<file path="config.mk">
export PLATFORM = sky130hd
export DESIGN_NAME = cond_flag_unit
export DESIGN_NICKNAME = d
export VERILOG_FILES = /design/src/rtl/cond_pkg.sv /design/src/rtl/cond_eval.sv /design/src/rtl/cond_flag_unit.sv
export SDC_FILE = /design/constraint.sdc
export NUM_CORES = 1
export LEC_CHECK = 0
export ABC_CLOCK_PERIOD_IN_PS = 2350
export CAP_MARGIN = 20
export CORE_AREA = 2 2 64 66
export DETAILED_ROUTE_END_ITERATION = 8
export DIE_AREA = 0 0 66 68
export GPL_ROUTABILITY_DRIVEN = 0
export PLACE_DENSITY = 0.66
export SLEW_MARGIN = 40
export SYNTH_ARGS = -nofsm -noshare
export SYNTH_HDL_FRONTEND = slang
export SYNTH_SLANG_ARGS = --single-unit
export TNS_END_PERCENT = 20
</file>
<file path="constraint.sdc">
create_clock -name clk -period 2.35 [get_ports clk]
set_input_delay 0.5875 -clock clk [delete_from_list [all_inputs] [get_ports clk]]
set_output_delay 0.5875 -clock clk [all_outputs]
set_load 0.01 [all_outputs]
</file>
<file path="src/rtl/cond_pkg.sv">
`default_nettype none
// ============================================================================
// Module  : cond_pkg
// Purpose : Shared constants for the condition/flag logic. Holds the bit
//           positions of the {N,Z,C,V} flag vector and the 4-bit branch /
//           predication condition-code encodings.
// Ports   : (package, none)
// Rev     : 1.0  initial release
// ============================================================================
package cond_pkg;

  // Bit positions inside the 4-bit flag vector {N,Z,C,V}
  localparam int FLAG_N = 3;
  localparam int FLAG_Z = 2;
  localparam int FLAG_C = 1;  // C=1 means borrow (unsigned in1 < in2)
  localparam int FLAG_V = 0;

  // Condition codes
  localparam logic [3:0] COND_EQ = 4'd0;
  localparam logic [3:0] COND_NE = 4'd1;
  localparam logic [3:0] COND_LO = 4'd2;
  localparam logic [3:0] COND_HS = 4'd3;
  localparam logic [3:0] COND_MI = 4'd4;
  localparam logic [3:0] COND_PL = 4'd5;
  localparam logic [3:0] COND_VS = 4'd6;
  localparam logic [3:0] COND_VC = 4'd7;
  localparam logic [3:0] COND_HI = 4'd8;
  localparam logic [3:0] COND_LS = 4'd9;
  localparam logic [3:0] COND_GE = 4'd10;
  localparam logic [3:0] COND_LT = 4'd11;
  localparam logic [3:0] COND_GT = 4'd12;
  localparam logic [3:0] COND_LE = 4'd13;
  localparam logic [3:0] COND_AL = 4'd14;
  localparam logic [3:0] COND_NV = 4'd15;

endpackage
`default_nettype wire

</file>
<file path="src/rtl/cond_eval.sv">
`default_nettype none
// ============================================================================
// Module  : cond_eval
// Purpose : Purely combinational evaluation of a 4-bit condition code
//           against a {N,Z,C,V} flag vector.
// Ports   : i_flags [3:0] flag vector {N,Z,C,V}
//           i_cond  [3:0] condition code
//           o_taken       1 when the condition holds
// Rev     : 1.0  initial release
// ============================================================================
module cond_eval
  import cond_pkg::*;
(
  input  logic [3:0] i_flags,
  input  logic [3:0] i_cond,
  output logic       o_taken
);

  logic w_n, w_z, w_c, w_v;

  assign w_n = i_flags[FLAG_N];
  assign w_z = i_flags[FLAG_Z];
  assign w_c = i_flags[FLAG_C];
  assign w_v = i_flags[FLAG_V];

  always_comb begin
    o_taken = 1'b0;
    case (i_cond)
      COND_EQ: o_taken = w_z;
      COND_NE: o_taken = !w_z;
      COND_LO: o_taken = w_c;
      COND_HS: o_taken = !w_c;
      COND_MI: o_taken = w_n;
      COND_PL: o_taken = !w_n;
      COND_VS: o_taken = w_v;
      COND_VC: o_taken = !w_v;
      // C is a borrow flag, so "higher" is no borrow and not equal
      COND_HI: o_taken = !w_c && !w_z;
      COND_LS: o_taken = w_c || w_z;
      COND_GE: o_taken = (w_n == w_v);
      COND_LT: o_taken = (w_n != w_v);
      COND_GT: o_taken = !w_z && (w_n == w_v);
      COND_LE: o_taken = w_z || (w_n != w_v);
      COND_AL: o_taken = 1'b1;
      COND_NV: o_taken = 1'b0;
      default: o_taken = 1'b0;
    endcase
  end

endmodule
`default_nettype wire

</file>
<file path="src/rtl/cond_flag_unit.sv">
`default_nettype none
// ============================================================================
// Module  : cond_flag_unit
// Purpose : Architectural status register with one-entry shadow for
//           interrupt save/restore, condition evaluation with a registered
//           valid/ready result, and a saturating evaluation counter.
// Ports   : clk, rst            clock, synchronous active-high reset
//           flags_in [3:0]      {N,Z,C,V} from the compare stage
//           flags_we            load flags_in into the status register
//           flags_save          copy status register into the shadow
//           flags_restore       load shadow into the status register
//           cond [3:0]          condition code, with cond_valid/cond_ready
//           taken, taken_valid  registered result, with taken_ready
//           flags_out [3:0]     current status register
//           eval_count          saturating count of accepted requests
// Rev     : 1.0  initial release
// ============================================================================
module cond_flag_unit
  import cond_pkg::*;
#(
  parameter int BYPASS = 1,
  parameter int CNT_W  = 16
) (
  input  logic             clk,
  input  logic             rst,
  input  logic [3:0]       flags_in,
  input  logic             flags_we,
  input  logic             flags_save,
  input  logic             flags_restore,
  input  logic [3:0]       cond,
  input  logic             cond_valid,
  output logic             cond_ready,
  output logic             taken,
  output logic             taken_valid,
  input  logic             taken_ready,
  output logic [3:0]       flags_out,
  output logic [CNT_W-1:0] eval_count
);

  logic [3:0]       r_flags;
  logic [3:0]       r_shadow;
  logic             r_taken;
  logic             r_taken_valid;
  logic [CNT_W-1:0] r_count;

  logic [3:0]       w_eval_flags;
  logic             w_taken;
  logic             w_accept;

  // Bypass lets a condition see the flags being written this same cycle.
  // A restore is never bypassed, so the stored value is used then.
  generate
    if (BYPASS != 0) begin : g_bypass
      assign w_eval_flags = (flags_we && !flags_restore) ? flags_in : r_flags;
    end else begin : g_no_bypass
      assign w_eval_flags = r_flags;
    end
  endgenerate

  cond_eval u_cond_eval (
    .i_flags (w_eval_flags),
    .i_cond  (cond),
    .o_taken (w_taken)
  );

  // Output buffer is free when empty or being drained this cycle
  assign cond_ready = !r_taken_valid || taken_ready;
  assign w_accept   = cond_valid && cond_ready;

  // Status register and shadow. The shadow samples the pre-update register,
  // so save+restore together naturally swaps the two.
  always_ff @(posedge clk) begin
    if (rst) begin
      r_flags  <= 4'b0000;
      r_shadow <= 4'b0000;
    end else begin
      if (flags_restore) begin
        r_flags <= r_shadow;
      end else if (flags_we) begin
        r_flags <= flags_in;
      end
      if (flags_save) begin
        r_shadow <= r_flags;
      end
    end
  end

  // Result buffer and evaluation counter
  always_ff @(posedge clk) begin
    if (rst) begin
      r_taken       <= 1'b0;
      r_taken_valid <= 1'b0;
      r_count       <= '0;
    end else begin
      if (w_accept) begin
        r_taken       <= w_taken;
        r_taken_valid <= 1'b1;
        if (!(&r_count)) begin
          r_count <= r_count + 1'b1;
        end
      end else if (taken_ready) begin
        r_taken_valid <= 1'b0;
      end
    end
  end

  assign taken       = r_taken;
  assign taken_valid = r_taken_valid;
  assign flags_out   = r_flags;
  assign eval_count  = r_count;

endmodule
`default_nettype wire

</file>
Figure 1. Routed metal, one color a layer.
Drawn at 4 px/micron.
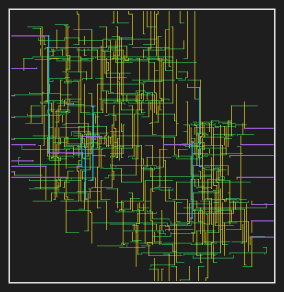
legend:
  M4:
    color: cyan
    wire_length: 107 microns
  M3:
    color: purple
    wire_length: 135 microns
  M2:
    color: yellow
    wire_length: 1780 microns
  M1:
    color: green
    wire_length: 1570 microns

Figure 2. Clock nets.
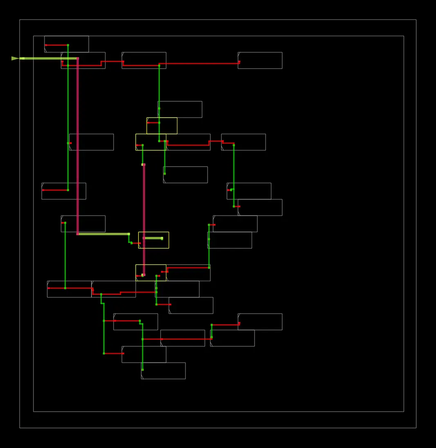
TritonCTS Buffers: 3
registers: 26
Sink Count: 26
# clk buffers: 4
power consumed by the clock network: 281 uW

Figure 3. Routed clock nets over the placement.
Drawn at 6 px/micron.
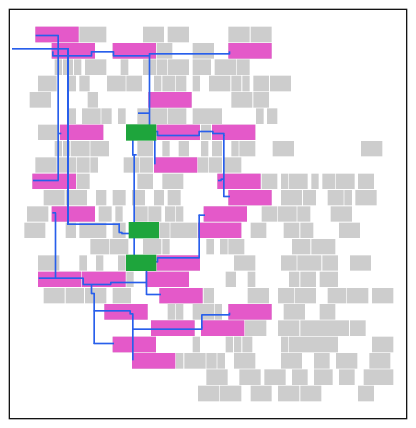
legend:
  clock-net drivers:
    color: green
    count: 3
  flip-flops:
    color: magenta
    count: 26
  clock wires:
    color: blue
    length: 290 microns
routed clock nets: 4

Figure 4. Gate families picked out.
Drawn at 4 px/micron.
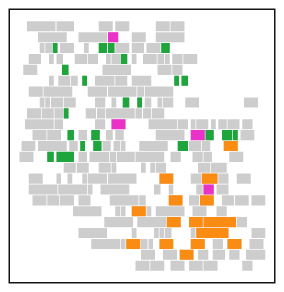
legend:
  mux cells:
    color: orange
    cells: 15
  nand cells:
    color: green
    cells: 22
  non-inverting ao/oa cells:
    color: magenta
    cells: 4
Commonest Layout Cell: clkdlybuf4s50_1
final std cells w/o fill: 265

==> out/results.tsv <==
metric	value	unit
maxPowerGroup	registers	
floorplanUtilization	0.3855	
postLayoutSetupSlackWorst	0.2114	ns
top_level_ports	38	
maxCapViolCount	0	
route.final.wire_length	3.589	mm
worst_r2r_startpoint	eval_count[0]	
fill_cells	380	
routedWlPerCell	13.54	microns
synth_xor_xnor_area_share	0.08249	
setup_total_negative_slack	0	ns
dominant_combinational_cell_family_by_area_after_synthesis	simple AND/OR/NAND/NOR gates	
seq_group	461	uW
track_usage	0.1727	
placed_cell_area	1974	sq um
maximum_number_of_pins_on_one_net_before_global_route_repair	15	
power.net_switching	209.4	uW
power.share.switching	0.2334	
post_synth.cell_area_avg	8.744	sq um
outcome	finished, final reports clean	
drcViolationCount	0	
grt_first_pass_wirelength	6.072	mm
clockPowerShare	0.313	
worst_hold_slack	0.4983	ns
hpwl_reported_at_the_end_of_detailed_placement	2.797	mm
drt.antenna.violating_nets	0	
route.met3.wl	134	microns
critPathSlowestCell	mux4_2	
critical_path_destination	taken	
cts_resized	1	
synth_top_flop_cell	dfxtp_1	
post-route-cell-area	2028	sq um
ctsHoldBuffers	0	
grt_use_met2	0.3169	
n_diodes	0	
worst_pin_slew	0.4036	ns
grt-ovfl-total	0	
clock.latency.late_pin	0.26	ns
die_y	68	microns
worstRegToRegCells	7	
final.period_utilization	0.9100	
num_rows	23	
synth.top_cells.by_count	nor2_1 (28), dfxtp_1 (26), mux2i_1 (12), xnor2_1 (12), a21oi_1 (8)	
layer_with_the_highest_usage_after_global_routing	met2	
hold_violations	0	
layout.clock.cell_area_share	0.02714	
numPortBuffers	37	
tritoncts	yes	
p_int	687.6	uW
grt_antenna_before_repair	0	
yosys.area_share.simple	0.2904	
power.sequential.fraction	0.514	
crit_fanout	2	
edf_count	0	
final-max-slew-violation-count	0	
achievable-frequency	467.6	MHz
nMultiInputCombCells	130	
placedCellCount	261	
seq_area_frac_synth	0.3502	
holdPathStages	2	
combinationalPower	155	uW
first_pass_iters	4	
launching_element_of_the_worst_setup_path	flags_we	
min_to	flags_out[0]	
crit_path_kind	input port to flip-flop	
critPathTopFamily	multiplexers	
route.detailed.vias_per_inst	5.351	
synth.yosys.chip_area	1486	sq um
power.leakage	0.0007267	uW
syn-num-nets	186	
r2r_end	eval_count[14]	
finish.net_count	232	
die-area	4488	sq um
route.layer.met1.wl	1.567	mm
timing.critical_path.required	2.50	ns
sequential_cell_area	520.5	sq um
buffer_count_from_post_cts_setup_fixing	0	
synth_flop_count	26	
seq_area_frac	0.2566	
core_region_area	3856	sq um
worst-r2r-setup-slack	0.47	ns
top_cell	nor2_1	
cts_root_buf	clkbuf_8	
post_synth_inst_count	170	
flow.area_growth_from_synthesis	36.45	%
fa_ha_area_frac	0.008418	
design_power_total	897.0	uW
netlist.area_leader.share	0.3502	
critical_path.startpoint_type	input port	
ys_sh_aoi	0.1035	
synthTopCellsByArea	dfxtp_1 (35%), mux2i_1 (8.1%), nor2_1 (7.1%)	
final_core_utilization	0.5260	
worstPathCellList	clkdlybuf4s50_1 -> nor2b_4 -> mux4_2 -> o21a_1 -> o31ai_1 -> o211ai_1	
element_type_at_the_critical_path_end	flip-flop	
Power figures rest on the tool's default switching activity, not on a simulated workload.
